$ cat config.mk
export PLATFORM = sky130hd
export DESIGN_NAME = uart_rx_framer_flat
export DESIGN_NICKNAME = d
export VERILOG_FILES = /design/src/rtl/uart_rx_framer_pkg.sv /design/src/rtl/uart_rx_framer_if.sv /design/src/rtl/uart_rx_framer_bit_sampler.sv /design/src/rtl/uart_rx_framer.sv /design/src/flat_wrapper.sv
export SDC_FILE = /design/constraint.sdc
export NUM_CORES = 1
export LEC_CHECK = 0
export ABC_CLOCK_PERIOD_IN_PS = 2450
export CAP_MARGIN = 40
export CORE_MARGIN = 4
export CORE_UTILIZATION = 46
export CTS_CLUSTER_SIZE = 40
export DETAILED_ROUTE_END_ITERATION = 8
export HOLD_SLACK_MARGIN = 0.03
export MAX_ROUTING_LAYER = met4
export PLACE_DENSITY = 0.77
export SETUP_SLACK_MARGIN = 0.15
export SYNTH_ARGS = -nofsm -noshare
export SYNTH_HDL_FRONTEND = slang
export SYNTH_SLANG_ARGS = --single-unit
$ cat constraint.sdc
create_clock -name clk -period 2.45 [get_ports clk]
set_input_delay 0.49 -clock clk [delete_from_list [all_inputs] [get_ports clk]]
set_output_delay 0.49 -clock clk [all_outputs]
set_load 0.02 [all_outputs]
$ cat src/rtl/uart_rx_framer_pkg.sv
// Shared definitions for the 8N1 UART receive framer: FSM encoding, default
// bit period and the layout of the 16-bit status word.
package uart_rx_framer_pkg;

    localparam int DEFAULT_CLKS_PER_BIT = 139;  // 16 MHz / 115200

    localparam int STATUS_FRAME_ERR_BIT = 0;
    localparam int STATUS_OVERRUN_BIT   = 1;

    typedef enum logic [2:0] {
        ST_IDLE      = 3'd0,
        ST_START     = 3'd1,
        ST_DATA      = 3'd2,
        ST_STOP      = 3'd3,
        ST_BREAKWAIT = 3'd4
    } rx_state_e;

    function automatic logic maj3(input logic a, input logic b, input logic c);
        return (a & b) | (a & c) | (b & c);
    endfunction

endpackage

$ cat src/rtl/uart_rx_framer_if.sv
// Byte handshake between the framer and its consumer (RX FIFO or command decoder).
interface uart_rx_framer_if;
    logic [7:0] data;
    logic       valid;
    logic       ready;

    modport master (output data, output valid, input ready);
    modport slave  (input data, input valid, output ready);
endinterface

$ cat src/rtl/uart_rx_framer_bit_sampler.sv
// Two-flop synchroniser on the raw line plus a 3-tap majority vote over the
// current and two previous synchronised samples.
module uart_rx_framer_bit_sampler
    import uart_rx_framer_pkg::*;
(
    input  logic clk,
    input  logic rst_ni,
    input  logic rx_i,
    output logic rx_s_o,
    output logic voted_o
);

    logic       sync1_q;
    logic       sync2_q;
    logic [1:0] hist_q;

    // Everything resets to the idle line level so no false start follows reset.
    always_ff @(posedge clk) begin
        if (!rst_ni) begin
            sync1_q <= 1'b1;
            sync2_q <= 1'b1;
            hist_q  <= 2'b11;
        end else begin
            sync1_q <= rx_i;
            sync2_q <= sync1_q;
            hist_q  <= {hist_q[0], sync2_q};
        end
    end

    assign rx_s_o  = sync2_q;
    assign voted_o = maj3(sync2_q, hist_q[0], hist_q[1]);

endmodule

$ cat src/rtl/uart_rx_framer.sv
// 8N1 UART receive framer: start-bit validation, mid-bit majority sampling,
// stop-bit check and a single-byte holding register on a valid/ready port.
module uart_rx_framer
    import uart_rx_framer_pkg::*;
#(
    parameter int CLKS_PER_BIT = DEFAULT_CLKS_PER_BIT,  // must be >= 8
    parameter int HALF_BIT     = CLKS_PER_BIT / 2
) (
    input  logic                    clk,
    input  logic                    rst_ni,
    input  logic                    rx_i,
    uart_rx_framer_if.master        rx_byte,
    input  logic                    clear_err_i,
    output logic                    frame_err_o,
    output logic                    overrun_o,
    output logic                    busy_o,
    output logic [15:0]             status_o
);

    localparam int               CNT_W    = $clog2(CLKS_PER_BIT) + 1;
    localparam logic [CNT_W-1:0] HALF_CNT = CNT_W'(HALF_BIT);
    localparam logic [CNT_W-1:0] BIT_END  = CNT_W'(CLKS_PER_BIT - 1);

    logic rx_s;
    logic voted;

    uart_rx_framer_bit_sampler u_sampler (
        .clk     (clk),
        .rst_ni  (rst_ni),
        .rx_i    (rx_i),
        .rx_s_o  (rx_s),
        .voted_o (voted)
    );

    rx_state_e        state_q, state_d;
    logic [CNT_W-1:0] cnt_q, cnt_d;
    logic [2:0]       bit_q, bit_d;
    logic [7:0]       shreg_q, shreg_d;
    logic [7:0]       data_q, data_d;
    logic             valid_q, valid_d;
    logic             overrun_q, overrun_d;
    logic             frame_err_q, frame_err_d;

    logic start_centre;
    logic bit_centre;
    logic byte_done;
    logic frame_bad;
    logic overrun_evt;

    always_ff @(posedge clk) begin
        if (!rst_ni) begin
            state_q     <= ST_IDLE;
            cnt_q       <= '0;
            bit_q       <= '0;
            shreg_q     <= '0;
            data_q      <= '0;
            valid_q     <= 1'b0;
            overrun_q   <= 1'b0;
            frame_err_q <= 1'b0;
        end else begin
            state_q     <= state_d;
            cnt_q       <= cnt_d;
            bit_q       <= bit_d;
            shreg_q     <= shreg_d;
            data_q      <= data_d;
            valid_q     <= valid_d;
            overrun_q   <= overrun_d;
            frame_err_q <= frame_err_d;
        end
    end

    // The vote is complete one clock after the nominal centre, hence the
    // decision points sit at HALF_BIT and CLKS_PER_BIT-1 rather than one earlier.
    always_comb begin
        busy_o       = (state_q != ST_IDLE);
        start_centre = (state_q == ST_START) && (cnt_q == HALF_CNT);
        bit_centre   = ((state_q == ST_DATA) || (state_q == ST_STOP)) && (cnt_q == BIT_END);
    end

    always_comb begin
        state_d   = state_q;
        cnt_d     = cnt_q + CNT_W'(1);
        bit_d     = bit_q;
        shreg_d   = shreg_q;
        byte_done = 1'b0;
        frame_bad = 1'b0;
        case (state_q)
            ST_IDLE: begin
                cnt_d = '0;
                if (!rx_s) begin
                    state_d = ST_START;
                end
            end
            ST_START: begin
                if (start_centre) begin
                    cnt_d   = '0;
                    bit_d   = '0;
                    state_d = voted ? ST_IDLE : ST_DATA;
                end
            end
            ST_DATA: begin
                if (bit_centre) begin
                    cnt_d   = '0;
                    shreg_d = {voted, shreg_q[7:1]};
                    if (bit_q == 3'd7) begin
                        bit_d   = '0;
                        state_d = ST_STOP;
                    end else begin
                        bit_d = bit_q + 3'd1;
                    end
                end
            end
            ST_STOP: begin
                if (bit_centre) begin
                    cnt_d = '0;
                    if (voted) begin
                        byte_done = 1'b1;
                        state_d   = ST_IDLE;
                    end else begin
                        frame_bad = 1'b1;
                        state_d   = ST_BREAKWAIT;
                    end
                end
            end
            ST_BREAKWAIT: begin
                // A held-low line (break) must not be mistaken for a new start.
                cnt_d = '0;
                if (rx_s) begin
                    state_d = ST_IDLE;
                end
            end
            default: begin
                cnt_d   = '0;
                state_d = ST_IDLE;
            end
        endcase
    end

    // A byte completing in the same cycle as a pop replaces the popped one.
    always_comb begin
        valid_d     = valid_q;
        data_d      = data_q;
        overrun_evt = 1'b0;
        if (byte_done) begin
            if (!valid_q || rx_byte.ready) begin
                valid_d = 1'b1;
                data_d  = shreg_q;
            end else begin
                overrun_evt = 1'b1;
            end
        end else if (valid_q && rx_byte.ready) begin
            valid_d = 1'b0;
        end
        overrun_d   = clear_err_i ? 1'b0 : (overrun_q | overrun_evt);
        frame_err_d = frame_bad;
    end

    always_comb begin
        status_o                       = '0;
        status_o[STATUS_FRAME_ERR_BIT] = frame_err_q;
        status_o[STATUS_OVERRUN_BIT]   = overrun_q;
    end

    assign rx_byte.data  = data_q;
    assign rx_byte.valid = valid_q;
    assign frame_err_o   = frame_err_q;
    assign overrun_o     = overrun_q;

endmodule

$ cat src/flat_wrapper.sv
// flat-port wrapper written by rule: the top's interface ports become plain ports
module uart_rx_framer_flat import uart_rx_framer_pkg::*;
#(
    parameter int CLKS_PER_BIT = DEFAULT_CLKS_PER_BIT,                 
    parameter int HALF_BIT     = CLKS_PER_BIT / 2
)
  (clk, rst_ni, rx_i, clear_err_i, frame_err_o, overrun_o, busy_o, status_o, rx_byte_data, rx_byte_valid, rx_byte_ready);
  uart_rx_framer_if rx_byte_i ();
  input  logic clk;
  input  logic rst_ni;
  input  logic rx_i;
  input  logic clear_err_i;
  output logic frame_err_o;
  output logic overrun_o;
  output logic busy_o;
  output logic [15:0] status_o;
  output wire logic [$bits(rx_byte_i.data)-1:0] rx_byte_data;
  output wire logic [$bits(rx_byte_i.valid)-1:0] rx_byte_valid;
  input wire logic [$bits(rx_byte_i.ready)-1:0] rx_byte_ready;
  assign rx_byte_data = rx_byte_i.data;
  assign rx_byte_valid = rx_byte_i.valid;
  assign rx_byte_i.ready = rx_byte_ready;
  uart_rx_framer #(.CLKS_PER_BIT(CLKS_PER_BIT), .HALF_BIT(HALF_BIT)) u_core (.clk(clk), .rst_ni(rst_ni), .rx_i(rx_i), .rx_byte(rx_byte_i), .clear_err_i(clear_err_i), .frame_err_o(frame_err_o), .overrun_o(overrun_o), .busy_o(busy_o), .status_o(status_o));
endmodule
gates.png
Scale: 6 px per micron.
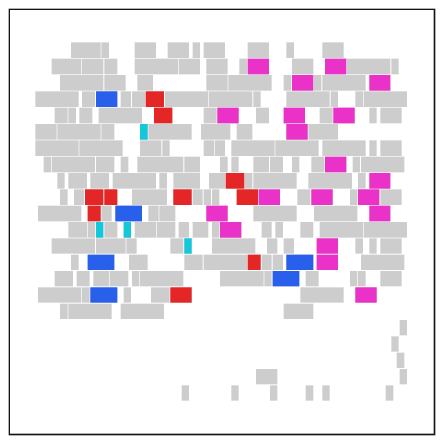
legend:
  inv cells:
    color: cyan
    cells: 4
  and/or cells:
    color: red
    cells: 10
  mux cells:
    color: magenta
    cells: 19
  fa/ha/maj cells:
    color: blue
    cells: 6
most common logic cell in the routed design: dfxtp_1
combinational share of cell area: 0.4414
Cell Count, Final, Fillers Out: 254

layers.png
Scale: 6 px per micron. Only two layers are drawn.
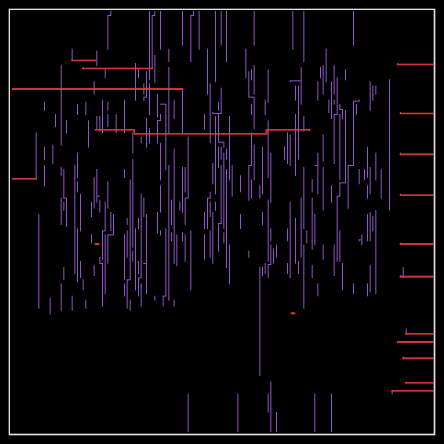
legend:
  M2:
    color: purple
    wire_length: 1340 microns
  M3:
    color: red
    wire_length: 143 microns
vias: 1234
final wirelength: 2897 microns

[sequential cells by signal, indices dropped and copies added (netlist names)]
register	cells
u_core.shreg_q	8
u_core.cnt_q	9
u_core.frame_err_o	1
u_core.overrun_o	1
u_core.u_sampler.rx_s_o	1
u_core.rx_byte.data	8
u_core.u_sampler.sync1_q	1
u_core.bit_q	3
u_core.rx_byte.valid	1
u_core.u_sampler.hist_q	2
u_core.state_q	3
[cell families (layout without fill, tap and decap cells)]
| kind of cell | Yosys count | after routing | synth area share |
|---|---|---|---|
| simple gates | 77 | 77 | 0.2420 |
| flops | 38 | 38 | 0.4216 |
| buf+inv | 31 | 33 | 0.1089 |
| mux | 19 | 19 | 0.1054 |
| compound gates | 12 | 12 | 0.04577 |
| xor+xnor | 7 | 7 | 0.03398 |
| fa+ha+maj | 6 | 6 | 0.04022 |
| other cells | 1 | 14 | 0.002078 |
[metal layers]
layer  share of wire  vias to the layer above
met2            0.46                       20
met3           0.049                        5
met4           0.021                        0
li1                -                      640
met5               0                        -
met1            0.47                      569
[cell type report]
| cell class | count | area, sq um |
|---|---|---|
| clock inverters | 2 | 12.51 |
| fillers | 339 | 1687 |
| flip-flops and latches | 38 | 760.7 |
| clock buffers | 6 | 82.58 |
| inverters | 4 | 15.01 |
| multi-input cells | 135 | 895.9 |
| repair buffers | 21 | 202.7 |
| well taps | 48 | 60.06 |
[power by group through the flow]
stage / Combinational (mW) / Sequential, mW / Clock [mW]
after CTS: 0.0470 / 0.622 / 0.460
final: 0.0474 / 0.622 / 0.449
after detailed placement: 0.0470 / 0.636 / 0
after global routing: 0.0511 / 0.622 / 0.488
after global placement: 0.0470 / 0.636 / 0
after floorplan: 0.0544 / 0.635 / 0
[worst paths after layout]
path / endpoint / slack, ns / cells past startpoint
setup / recovery: busy_o / 0.34 / 2
hold / removal: u_core.u_sampler.rx_s_o / 0.41 / 1
setup reg to reg: u_core.rx_byte.data[6] / 0.43 / 4
hold reg to reg: u_core.u_sampler.rx_s_o / 0.41 / 1
[cells in the final DEF (no fill, tap or decap), types with 2 or more instances in the layout]
| cell type | n |
|---|---|
| a211oi_1 | 2 |
| a21oi_1 | 3 |
| and3b_1 | 2 |
| buf_4 | 3 |
| clkbuf_8 | 6 |
| clkdlybuf4s50_1 | 18 |
| conb_1 | 14 |
| dfxtp_1 | 38 |
| ha_1 | 5 |
| inv_1 | 4 |
| mux2i_1 | 19 |
| nand2_1 | 25 |
| nand2b_1 | 4 |
| nand3_1 | 6 |
| nand4_1 | 2 |
| nand4b_1 | 3 |
| nor2_1 | 12 |
| nor2b_1 | 10 |
| o21ai_0 | 4 |
| or3_1 | 2 |
| or3b_2 | 2 |
| xor2_1 | 6 |
==> flow_summary.toml <==
# implementation run metrics
[outcome]
outcome = "complete, no violations"

[layout]
design_area_sq_um = 2029
final_layout_size_suffix_gt1_frac = 0.07767
final_util = 0.5461
num-nets-final = 215

[final_timing]
worst_hold_slack_ns = 0.4124
relSlewSlack = 0.5523
worstMarginPinSlew_ns = 0.6704
fin_skew_ns = 0.006153
setup-tns-final_ns = 0
maxSlewViolCount = 0
finalHoldViolCount = 0
finalWorstSetupSlack_ns = 0.3354
min_period_over_period = 0.8631
max_freq_ghz = 0.4729

[worst_setup_path]
path_delay_family = "buffers and inverters"
cp_cell_sequence = "or3_1 -> clkdlybuf4s50_1"
crit_start = "u_core.state_q[2]"
end_kind = "primary output"
crit_path_start_kind = "register"
crit_fanout = 9
cp.required_ns = 1.96
critPathBufInv = 1
timing.rr.start = "u_core.cnt_q[5]"
critPathArrivalTime_ns = 1.62
crit_type = "register to primary output"
critPathMaxStageDelay_ns = 0.55

[power]
p_clk_frac = 0.402
p_total_mw = 1.119
p_seq_frac = 0.556
power_switching_mw = 0.2585
pwr-share-comb = 0.042
peakVddDrop_mv = 0.4551
p_leak_nw = 0.7239

[clock_network]
ctsResizeCount = 0
cts_setup_buffers = 0
hold_buffers = 0
root_buffer = "clkbuf_8"
cts_sinks = 38
cts.path.max_buffers = 2
path_clk_slew_ns = 0.07

[routing]
route.detailed.drc = 0
viasPerCell = 4.858
ant_nets = 0
post_drt_wl_per_cell_microns = 11.41
drt_iter0_drc = 51
drtPass1Iterations = 4

[floorplan]
dieArea_sq_um = 4988
die_h_microns = 70.63
ios = 33
core_sq_um = 3716

[synth]
synth_area_sq_um = 1804
yosysTopAreaCellShare = 0.4216
edf_count = 0
top_cells_by_count = "dfxtp_1 (38), nand2_1 (25), mux2i_1 (19)"
synth_sequential_area_ratio = 0.4216
yosysWarnings = 0
avgSynthCellArea_sq_um = 9.446
synth_top_cell_by_area = "dfxtp_1"
topCellsByArea = "dfxtp_1 (42%), mux2i_1 (11%), buf_4 (7.1%)"
synth_stat.cells = 191
ys_types = 37

[placement]
numPlacedInstances = 246
dpl_cell_area_sq_um = 1934
hpwl_microns = 2132
dp_slack_ns = 0.4296
port-buffer-count = 18

[worst_hold_path]
hold_path_class = "register to register"

[global_route]
grt_max_degree = 25
gr-usage-all-layers = 0.1262
grt_pass1_vias = 1091
grt_use_met2 = 0.1923
overflow = 0
grt_pass1_wl_microns = 4850
Power figures rest on the tool's default switching activity, not on a simulated workload.
